### config.mk
export PLATFORM = sky130hd
export DESIGN_NAME = actuator_put
export DESIGN_NICKNAME = d
export VERILOG_FILES = /design/src/rtl/fuzzy_ctl_pkg.sv /design/src/rtl/actuator_put_pwm_gen.sv /design/src/rtl/actuator_put.sv
export SDC_FILE = /design/constraint.sdc
export NUM_CORES = 1
export LEC_CHECK = 0
export ABC_AREA = 1
export ABC_CLOCK_PERIOD_IN_PS = 3100
export CAP_MARGIN = 40
export CELL_PAD_IN_SITES_DETAIL_PLACEMENT = 1
export CELL_PAD_IN_SITES_GLOBAL_PLACEMENT = 1
export CORE_MARGIN = 1
export CORE_UTILIZATION = 43
export CTS_CLUSTER_DIAMETER = 40
export CTS_CLUSTER_SIZE = 24
export DETAILED_ROUTE_END_ITERATION = 10
export GPL_ROUTABILITY_DRIVEN = 1
export GPL_TIMING_DRIVEN = 0
export PLACE_DENSITY = 0.82
export RECOVER_POWER = 25
export SLEW_MARGIN = 25
export SYNTH_ARGS = -nofsm -noshare
export SYNTH_HDL_FRONTEND = slang
export SYNTH_SLANG_ARGS = --single-unit
### constraint.sdc
create_clock -name Clk -period 3.1 [get_ports Clk]
set_input_delay 0.62 -clock Clk [delete_from_list [all_inputs] [get_ports Clk]]
set_output_delay 0.62 -clock Clk [all_outputs]
set_load 0.05 [all_outputs]
### src/rtl/fuzzy_ctl_pkg.sv
// Shared types and error-bit layout for the fuzzy controller datapath.
// The input stage and the actuator output stage both use these definitions.
package fuzzy_ctl_pkg;

  typedef enum logic [0:0] {
    ST_IDLE = 1'b0,
    ST_SLEW = 1'b1
  } state_t;

  localparam int ERR_RANGE = 0;
  localparam int ERR_STALL = 1;
  localparam int ERR_W     = 2;

  // Sticky error bit: a set event beats a concurrent clear.
  function automatic logic stickyNext(input logic cur, input logic set, input logic clr);
    logic nxt;
    if (set) begin
      nxt = 1'b1;
    end else if (clr) begin
      nxt = 1'b0;
    end else begin
      nxt = cur;
    end
    return nxt;
  endfunction

endpackage

### src/rtl/actuator_put_pwm_gen.sv
// Free-running PWM counter with registered compare output.
// PeriodEnd marks the last count of each period, so duty changes land on a period boundary.
module pwm_gen #(
  parameter int Width = 10
) (
  input  logic             Clk,
  input  logic             Rst_n,
  input  logic [Width-1:0] Duty,
  output logic             PwmOut,
  output logic             PeriodEnd
);

  localparam logic [Width-1:0] CNT_MAX  = {Width{1'b1}};
  localparam logic [Width-1:0] CNT_ONE  = Width'(1);
  localparam logic [Width-1:0] CNT_ZERO = {Width{1'b0}};

  logic [Width-1:0] cnt_r;
  logic             pwm_r;

  assign PeriodEnd = (cnt_r == CNT_MAX);
  assign PwmOut    = pwm_r;

  // Counter wraps naturally; output compares against the duty of the current period.
  always_ff @(posedge Clk) begin
    if (!Rst_n) begin
      cnt_r <= CNT_ZERO;
      pwm_r <= 1'b0;
    end else begin
      cnt_r <= cnt_r + CNT_ONE;
      pwm_r <= (cnt_r < Duty);
    end
  end

endmodule

### src/rtl/actuator_put.sv
// Actuator output stage: accepts a command, clamps it, slew-limits the applied duty
// once per PWM period, and reports range clamps and handshake stalls as sticky errors.
module actuator_put
  import fuzzy_ctl_pkg::*;
#(
  parameter int ActuatorPut_LimitBit = 10,
  parameter int BaseUpBound          = 1023,
  parameter int BaseDownBound        = 0,
  parameter int SlewStep             = 10,
  parameter int StallLimit           = 2048
) (
  input  logic                            Clk,
  input  logic                            Rst_n,
  input  logic [ActuatorPut_LimitBit-1:0] CmdValue,
  input  logic                            CmdValid,
  output logic                            CmdReady,
  input  logic                            ErrorClear,
  output logic [ActuatorPut_LimitBit-1:0] AppliedValue,
  output logic                            PwmOut,
  output logic [ERR_W-1:0]                ErrorReturn
);

  localparam int N  = ActuatorPut_LimitBit;
  localparam int SW = $clog2(StallLimit + 1);

  localparam logic [N:0]    UP_EXT      = (N+1)'(BaseUpBound);
  localparam logic [N:0]    DOWN_EXT_P1 = (N+1)'(BaseDownBound + 1);
  localparam logic [N:0]    ONE_EXT     = (N+1)'(1);
  localparam logic [N:0]    STEP_EXT    = (N+1)'(SlewStep);
  localparam logic [N-1:0]  UP_N        = N'(BaseUpBound);
  localparam logic [N-1:0]  DOWN_N      = N'(BaseDownBound);
  localparam logic [N-1:0]  STEP_N      = N'(SlewStep);
  localparam logic [N-1:0]  ZERO_N      = {N{1'b0}};
  localparam logic [SW-1:0] STALL_MAX   = SW'(StallLimit);
  localparam logic [SW-1:0] STALL_ONE   = SW'(1);
  localparam logic [SW-1:0] STALL_ZERO  = {SW{1'b0}};

  state_t           state_r, stateNext_s;
  logic [N-1:0]     target_r, targetNext_s;
  logic [N-1:0]     applied_r, appliedNext_s;
  logic             cmdReady_r;
  logic [ERR_W-1:0] err_r, errNext_s;
  logic [SW-1:0]    stallCnt_r, stallNext_s;
  logic [N:0]       cmdExt_s;
  logic             clampHi_s, clampLo_s;
  logic [N-1:0]     cmdClamp_s;
  logic [N-1:0]     diff_s, slewNext_s;
  logic             accept_s, rangeSet_s, stallCond_s, stallSet_s;
  logic             periodEnd_s;

  assign accept_s    = CmdValid && cmdReady_r;
  assign cmdExt_s    = {1'b0, CmdValue};
  assign clampHi_s   = (cmdExt_s > UP_EXT);
  // Offset by one so a zero lower bound does not produce a degenerate unsigned compare.
  assign clampLo_s   = ((cmdExt_s + ONE_EXT) < DOWN_EXT_P1);
  assign rangeSet_s  = accept_s && (clampHi_s || clampLo_s);
  assign stallCond_s = CmdValid && !cmdReady_r;
  assign stallSet_s  = (stallCnt_r == STALL_MAX);

  // Clamp the incoming command to the legal window.
  always_comb begin
    cmdClamp_s = CmdValue;
    if (clampHi_s) begin
      cmdClamp_s = UP_N;
    end else if (clampLo_s) begin
      cmdClamp_s = DOWN_N;
    end else begin
      cmdClamp_s = CmdValue;
    end
  end

  // One slew step toward the target; a short remaining distance lands exactly on it.
  always_comb begin
    diff_s      = ZERO_N;
    slewNext_s  = applied_r;
    if (target_r > applied_r) begin
      diff_s = target_r - applied_r;
      if ({1'b0, diff_s} > STEP_EXT) begin
        slewNext_s = applied_r + STEP_N;
      end else begin
        slewNext_s = target_r;
      end
    end else if (target_r < applied_r) begin
      diff_s = applied_r - target_r;
      if ({1'b0, diff_s} > STEP_EXT) begin
        slewNext_s = applied_r - STEP_N;
      end else begin
        slewNext_s = target_r;
      end
    end else begin
      slewNext_s = applied_r;
    end
  end

  // Next-state logic: IDLE takes commands, SLEW steps only at a PWM period end.
  always_comb begin
    stateNext_s   = state_r;
    targetNext_s  = target_r;
    appliedNext_s = applied_r;
    case (state_r)
      ST_IDLE: begin
        if (accept_s) begin
          targetNext_s = cmdClamp_s;
          if (cmdClamp_s != applied_r) begin
            stateNext_s = ST_SLEW;
          end else begin
            stateNext_s = ST_IDLE;
          end
        end else begin
          stateNext_s = ST_IDLE;
        end
      end
      ST_SLEW: begin
        if (periodEnd_s) begin
          appliedNext_s = slewNext_s;
          if (slewNext_s == target_r) begin
            stateNext_s = ST_IDLE;
          end else begin
            stateNext_s = ST_SLEW;
          end
        end else begin
          stateNext_s = ST_SLEW;
        end
      end
      default: begin
        stateNext_s = ST_IDLE;
      end
    endcase
  end

  // Saturating stall counter and sticky error bits.
  always_comb begin
    stallNext_s = STALL_ZERO;
    if (stallCond_s) begin
      if (stallCnt_r == STALL_MAX) begin
        stallNext_s = stallCnt_r;
      end else begin
        stallNext_s = stallCnt_r + STALL_ONE;
      end
    end else begin
      stallNext_s = STALL_ZERO;
    end
    errNext_s            = err_r;
    errNext_s[ERR_RANGE] = stickyNext(err_r[ERR_RANGE], rangeSet_s, ErrorClear);
    errNext_s[ERR_STALL] = stickyNext(err_r[ERR_STALL], stallSet_s, ErrorClear);
  end

  // State registers; reset drops any slew in progress.
  always_ff @(posedge Clk) begin
    if (!Rst_n) begin
      state_r    <= ST_IDLE;
      target_r   <= DOWN_N;
      applied_r  <= DOWN_N;
      cmdReady_r <= 1'b1;
      err_r      <= {ERR_W{1'b0}};
      stallCnt_r <= STALL_ZERO;
    end else begin
      state_r    <= stateNext_s;
      target_r   <= targetNext_s;
      applied_r  <= appliedNext_s;
      cmdReady_r <= (stateNext_s == ST_IDLE);
      err_r      <= errNext_s;
      stallCnt_r <= stallNext_s;
    end
  end

  pwm_gen #(
    .Width(N)
  ) uPwm (
    .Clk      (Clk),
    .Rst_n    (Rst_n),
    .Duty     (applied_r),
    .PwmOut   (PwmOut),
    .PeriodEnd(periodEnd_s)
  );

  assign CmdReady     = cmdReady_r;
  assign AppliedValue = applied_r;
  assign ErrorReturn  = err_r;

endmodule

Fig. 1: run 1, signal wires by layer
The bar under the picture is 20 µm long. Two of the layers only.
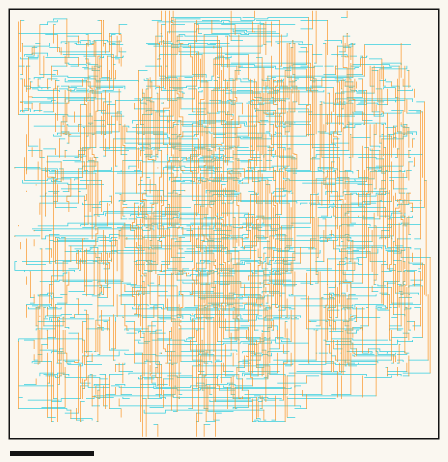
color	layer	wire length
orange	metal 2	8000 µm
cyan	metal 1	6250 µm

Fig. 2: run 1, the metal 3 layer
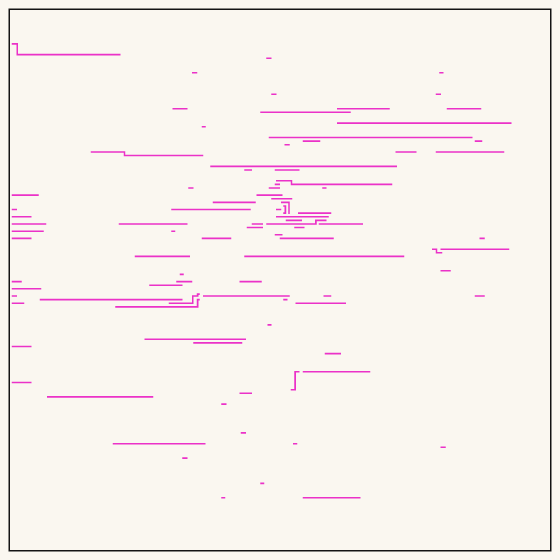
nets with wire on the layer	60
longest straight run	38.2 µm

Fig. 3: run 1, the clock network
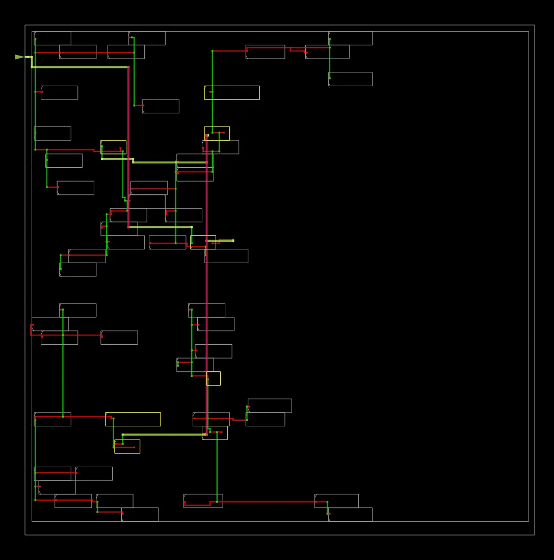
clock skew: 5.53 ps
clock buf count: 5
worst-skew pair later-pin latency: 310 ps
Clk power: 0.545 mW
CTS buffer count: 5

Fig. 4: run 1, met2 routing
The bar under the picture is 20 µm long.
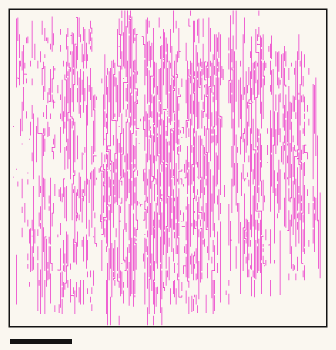
longest straight run	53.4 µm
nets with wire on the layer	683
main direction	vertical

==> results.toml, run 1 <==
# generated from flow reports
[drt]
routed_wl_um = 15500
drt.antenna.violating_nets = 0
drt_iter0_drc = 271
viasPerCell = 5.62
wl_per_cell_um = 18.3
drc_errors = 0
vias = 4783
drtPass1Iterations = 5

[final_timing]
drv_slew = 0
hold_violations = 0
relSlewSlack = 0.447
period_needed_ps = 3090
setup_viol = 0
fin_crit_sh = 0.998
rsz0062_at_grt = "yes"
tightest_slew_ps = 823
clock.fmax_mhz = 323

[yosys]
synthTopCellsByCount = "nand2_1, inv_1, nand3_1"
most_common_cell = "nand2_1"
postSynthSeqShare = 0.219
adder_share = 0.108
yosys_cells = 668
ys_sh_mux = 0
yosysTopAreaCell = "dfxtp_1"
syn_nets = 718
syn-cell-area_mm2 = 0.00429
synth-seq-cells = 47
simple_gate_area_frac = 0.379
synth-xor-area-share = 0.0469
aoi_share = 0.132
edf_count = 0
ys_top_cells_by_area = "dfxtp_1, nand2_1, ha_1"
flop_cell = "dfxtp_1"
logic_family = "simple AND/OR/NAND/NOR gates"
syn_inst = 668
ys_types = 41
yosysTopAreaCellShare = 0.219
avgSynthCellArea_um2 = 6.43
async_reset_ff_frac = 0
ys_area_mm2 = 0.00429
ys_warn_count = 0

[setup_path]
startpoint_type = "register"
critPathRequiredTime_ps = 3320
cp_max_fo = 10
worst_path_most_repeated_cell = "nand3_1"
reg2reg_to = "state_r"
slowest_delay_ps = 450
slowest_stage = "dfxtp_4"
rrSetupSlack_ps = 7
critPathKind = "register to register"
path_cells = "clkinvlp_4, ha_2, nand2_1, nor2_1, nand3_1, nand3_1, nand2_2, inv_1, buf_6, nand3_1, nand3_1, nand2_1, nand2_1, nand3_2, nor2_4, nand3_2, nand2_2, inv_2"
path_delay_family = "simple AND/OR/NAND/NOR gates"
reg2regPathDepth = 18
reg2reg_from = "AppliedValue[7]"
crit_buf_inv = 4
cp.arrival_ps = 3320
crit_path_end_kind = "register"

[cells_and_area]
post-route-util = 0.539
lay_top_count = "nand2_1"
num-nets-final = 767
antenna_cells = 0
layout-drive-gt1-share = 0.173
fillerInstances = 1333
fin_area_mm2 = 0.00525
layout.cells.most_common_list = "nand2_1, inv_1, nand3_1"
area_growth_pct = 22.2

[global_route]
grt_max_degree = 16
antenna_found_initial = 0
grt_pass1_vias = 4782
grtUsageTotal = 0.291
grt_pass1_wl_um = 23100
gr-total-overflow = 0

[place]
gp_congestion = 0.898
dp_hpwl_um = 11400
io_buffer_count = 26
postPlaceCellArea_mm2 = 0.00473

[clock_tree]
clockRootBuffer = "clkbuf_8"
post_cts_buffers = 10
cts_hold_buf = 0
clk_path_buf_depth = 2
cts_tree = "yes"
h-tree-depth = 2
post_cts.resized_instances = 29
cts.sinks = 47
cts.clk_slew.worst_paths_ps = 90

[flow_run]
warning_count = 38
drv_cap = 0

[die]
die_w_um = 102
coreArea_mm2 = 0.00973
initCoreUtil = 0.441
io_pins = 28
row_count = 36
die_area_mm2 = 0.0104
die_h_um = 102

[power]
power.density_mw_per_mm2 = 417
ir_drop_v = 0.000319
finalPower_mw = 2.19
p_leak_nw = 2.44

[worst_hold_path]
min_to = "uPwm.cnt_r[0]"
hold_path.class = "register to register"
worstHoldStart = "uPwm.cnt_r[0]"
hold_depth = 1

[outcome]
status = "finished, final reports clean"
## run 1: metrics by stage
step,hold WS (ps),setup slack (ps),instances,TNS [ps]
global placement,449,-538,827,-1950
global route,512,-132,851,-197
detailed placement,464,-593,828,-2360
finish,481,6.51,851,0
CTS,485,3.43,842,0
floorplan,427,42.5,668,0
## run 1: worst max path at each step
stage	startpoint	to	depth (start not counted)
detailed placement	AppliedValue[5]	state_r	21
finish	AppliedValue[7]	state_r	18
floorplan	AppliedValue[4]	state_r	22
global route	AppliedValue[2]	state_r	22
global placement	AppliedValue[5]	state_r	20
CTS	AppliedValue[4]	state_r	21
## run 1: flip-flops by register name, indices dropped and copies added (netlist names)
register,cells
ErrorReturn,2
stallCnt_r,12
state_r,1
AppliedValue,10
uPwm.cnt_r,10
target_r,10
CmdReady,1
uPwm.PwmOut,1
## run 1: per-layer routing
metal  share of wire  vias up  track usage
met5               0        -            0
met1            0.40     2307        0.321
met2            0.52      139        0.546
met3           0.041       48       0.0315
li1                -     2289            -
met4           0.041        0        0.157
## run 1: power by group
part | leakage [nW] | switching, mW | internal (mW)
Combinational | 1.99 | 0.652 | 0.348
Clock | 0.0644 | 0.223 | 0.322
Sequential | 0.389 | 0.0283 | 0.616
Total | 2.44 | 0.904 | 1.29
## run 1: layout make-up
| class | count | area, µm² | share of cell area |
|---|---|---|---|
| timing repair buffer | 46 | 433 | 0.0825 |
| clock buffer | 5 | 68.8 | 0.0131 |
| clock inverter | 3 | 67.6 | 0.0129 |
| multi-input combinational | 496 | 3020 | 0.575 |
| buffer | 12 | 86.3 | 0.0164 |
| tap | 133 | 166 | 0.0317 |
| sequential | 47 | 971 | 0.185 |
| inverter | 109 | 435 | 0.0830 |
Fig. 5: run 1, supply network
The bar under the picture is 20 µm long. Pins as bars on the die edge.
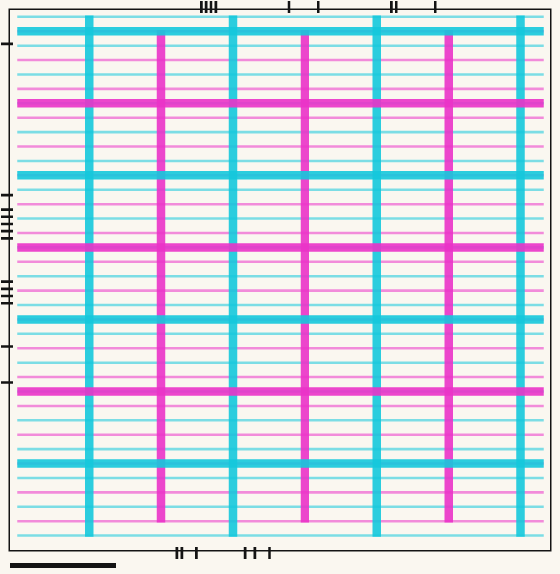

==> run 2: changes to the inputs <==
--- a/config.mk
+++ b/config.mk
@@ -17,9 +17,10 @@
 export DETAILED_ROUTE_END_ITERATION = 10
 export GPL_ROUTABILITY_DRIVEN = 1
 export GPL_TIMING_DRIVEN = 0
-export PLACE_DENSITY = 0.82
+export PLACE_DENSITY = 0.83
 export RECOVER_POWER = 25
 export SLEW_MARGIN = 25
 export SYNTH_ARGS = -nofsm -noshare
 export SYNTH_HDL_FRONTEND = slang
+export SYNTH_HIERARCHICAL = 1
 export SYNTH_SLANG_ARGS = --single-unit
Fig. 6: run 2, supply network
The bar under the picture is 20 µm long. Pins as bars on the die edge.
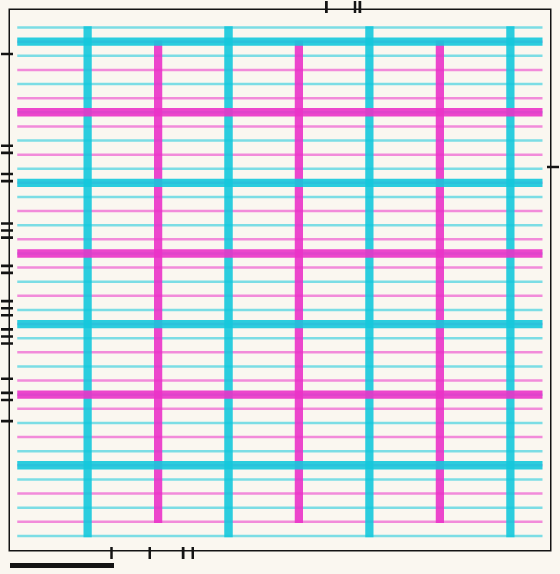
color	net
cyan	VSS
magenta	VDD
met1 rails	37
met5 straps	7
signal pins	28
met4 straps	7

Fig. 7: run 2, met2 routing
The bar under the picture is 20 µm long.
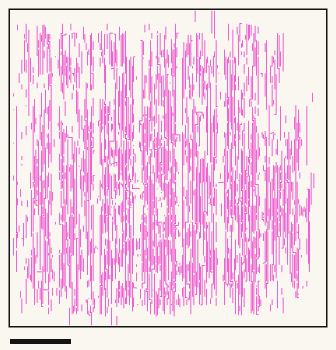
share of all routed wire	50%
longest straight run	44.5 µm
nets with wire on the layer	771
main direction	vertical

==> run 2 against run 1 <==
  * The run now ends with setup timing left
  * Clock power is 27% lower
  * Setup slack got worse by 53 ps
  * Sequential power grew 1%
  * Cell count increased by 9.5%
  * Fmax fell by 1.7%
  * Via count grew 12%
  * Register-to-register slack lost 50 ps
  * Sequential share of layout area decreased by 1.4 points
  * Global-route usage is 1.1 points lower
  * Worst hold slack lost 7.9 ps
==> results.toml, run 2 <==
# generated from flow reports
[power]
powerSeq_mw = 0.652
switching_share = 0.461
internal_power_mw = 1.16
power_leader = "combinational logic"
p_sw_mw = 0.994
p_clk_frac = 0.184
p_clk_mw = 0.398
pg_comb_mw = 1.11
finalPower_mw = 2.16
combPwrFrac = 0.513
p_leak_nw = 2.76
power.density_mw_per_mm2 = 376
ir_drop_v = 0.000240
pwr-share-seq = 0.302

[setup_path]
reg2regPathDepth = 23
critPathRequiredTime_ps = 3340
reg2reg_to = "state_r"
reg2reg_from = "AppliedValue[2]"
cp.arrival_ps = 3390
crit_path_end = "state_r"
path_cells = "clkinvlp_4, ha_4, buf_6, nand2_2, nor2_1, nand2_1, nand3_1, nand2_1, nand2_1, nand3_2, nor2_4, nand3_4, nor2_2, nor2_2, buf_4, nand2_2, nand2_1, nand2_1, nand2_2, nor2_2, nand3_2, nand2_2, inv_2"
crit_buf_inv = 4
path_delay_family = "simple AND/OR/NAND/NOR gates"
cp_max_fo = 10
crit_path_end_kind = "register"
startpoint_type = "register"
rrSetupSlack_ps = -50
crit_start = "AppliedValue[2]"
critPathKind = "register to register"
slowest_delay_ps = 390
worst_path_most_repeated_cell = "nand2_1"
slowest_stage = "dfxtp_4"
path_depth = 23

[clock_tree]
numCtsBuffers = 5
cts_hold_buf = 0
clockRootBuffer = "clkbuf_8"
cts.clk_slew.worst_paths_ps = 110
cts_tree = "yes"
h-tree-depth = 2
clk_path_buf_depth = 2
clock_latency_ps = 330
cts.sinks = 47

[flow_run]
warning_count = 37
drv_cap = 0

[die]
initCoreUtil = 0.452
die_w_um = 104
die_area_mm2 = 0.0108
io_pins = 28
coreArea_mm2 = 0.00991
die_h_um = 104
row_count = 36

[cells_and_area]
area_growth_pct = 28.1
num-nets-final = 849
antenna_cells = 0
fin_area_mm2 = 0.00573
lay_top_count = "nand2_1"
layout-drive-gt1-share = 0.234
final_cells = 932
regMostFlops = "stallCnt_r"
layout.cells.most_common_list = "nand2_1, inv_1, nand3_1"
largest_register_ffs = 12

[place]
gp_congestion = 0.890
io_buffer_count = 27
dp_cells = 887
dp_hpwl_um = 11900
dpl_worst_slack_ps = -490
postPlaceCellArea_mm2 = 0.00492

[global_route]
grtUsageTotal = 0.280
antenna_found_initial = 0
grt_pass1_wl_um = 24200
grt_pass1_vias = 4995
grt_max_degree = 15
gr-total-overflow = 0

[outcome]
status = "complete, but fails checks"
violations = "setup timing"

[drt]
wl_per_cell_um = 18.9
vias = 5346
drtPass1Iterations = 5
drt_iter0_drc = 358
drc_errors = 0
routed_wl_um = 17600
drt.antenna.violating_nets = 0
viasPerCell = 5.74

[final_timing]
fin_crit_sh = 1.01
setup_viol = 2
fin_ws_ps = -46.5
tightest_slew_ps = 618
clock.fmax_mhz = 318
fin_tns_setup_ps = -62.2
drv_slew = 0
finClkSkew_ps = 17.7
relSlewSlack = 0.588
period_needed_ps = 3150
hold_violations = 0

[yosys]
ys_top_cells_by_area = "dfxtp_1, nand2_1, inv_1"
postSynthSeqShare = 0.210
syn-cell-area_mm2 = 0.00448
async_reset_ff_frac = 0
ys_warn_count = 6
avgSynthCellArea_um2 = 6.16
edf_count = 0
most_common_cell = "nand2_1"
syn_inst = 727
yosysTopAreaCellShare = 0.210
ys_types = 39
synth-seq-cells = 47
syn_nets = 777
flop_cell = "dfxtp_1"
yosys_cells = 727
yosysTopAreaCell = "dfxtp_1"
ys_area_mm2 = 0.00448
synthTopCellsByCount = "nand2_1, inv_1, nand3_1"

[worst_hold_path]
min_to = "ErrorReturn[0]"
hold_path.class = "register to register"
hold_depth = 2
worstHoldStart = "ErrorReturn[0]"
==> run 2: cell count changes in the layout (fill, tap and decap cells not counted), sizes merged, moves of 14 or more <==
cell,change
buf,+20
inv,+16
nand2,+38
nand4,-14
nor2,+23
==> run 2: layout make-up <==
type / instances / area [µm²]
fill: 1329 / 4180
multi-input combinational: 543 / 3290
sequential: 47 / 981
timing repair buffer: 67 / 612
inverter: 124 / 500
tap: 133 / 166
buffer: 11 / 97.6
clock buffer: 5 / 68.8
clock inverter: 2 / 13.8
==> run 2: routing by layer <==
| layer | global-route usage | wire, µm | share of wire | vias to the layer above |
|---|---|---|---|---|
| li1 | - | - | - | 2481 |
| met2 | 0.517 | 8750 | 0.50 | 218 |
| met4 | 0.0786 | 761 | 0.043 | 0 |
| met1 | 0.346 | 7200 | 0.41 | 2578 |
| met5 | 0 | 0 | 0 | - |
| met3 | 0.0226 | 880 | 0.050 | 69 |
==> run 2: cells by family (layout without fill, tap and decap cells) <==
group | count (synthesis) | count (layout) | share of synthesized area
and+or+nand+nor | 398 | 398 | 0.417
buffers and inverters | 137 | 209 | 0.125
DFF | 47 | 47 | 0.210
xor gates and xnor gates | 19 | 19 | 0.0372
AOI/OAI and AO/OA | 90 | 90 | 0.107
adders and majority gates | 36 | 36 | 0.104
==> run 2: tightest hold or removal path, cell delays in order, from the launching register on <==
cell and delay (ps):
dfxtp_1 310, nand2_1 60, a21oi_1 60
==> run 2: stage by stage <==
stage	hold slack, ps	utilization
4_1_cts	481	0.516
3_5_place_dp	461	0.496
6_report	473	0.579
5_1_grt	489	0.579
3_3_place_gp	439	0.496
2_1_floorplan	430	-
==> run 2: what timing repair did <==
item                       4_1_cts  5_1_grt
setup buffers                    7       32
pin swaps                        2       36
setup endpoints to repair       12        2
gates resized                   31       97
cloned                           0        1
Power figures rest on the tool's default switching activity, not on a simulated workload.
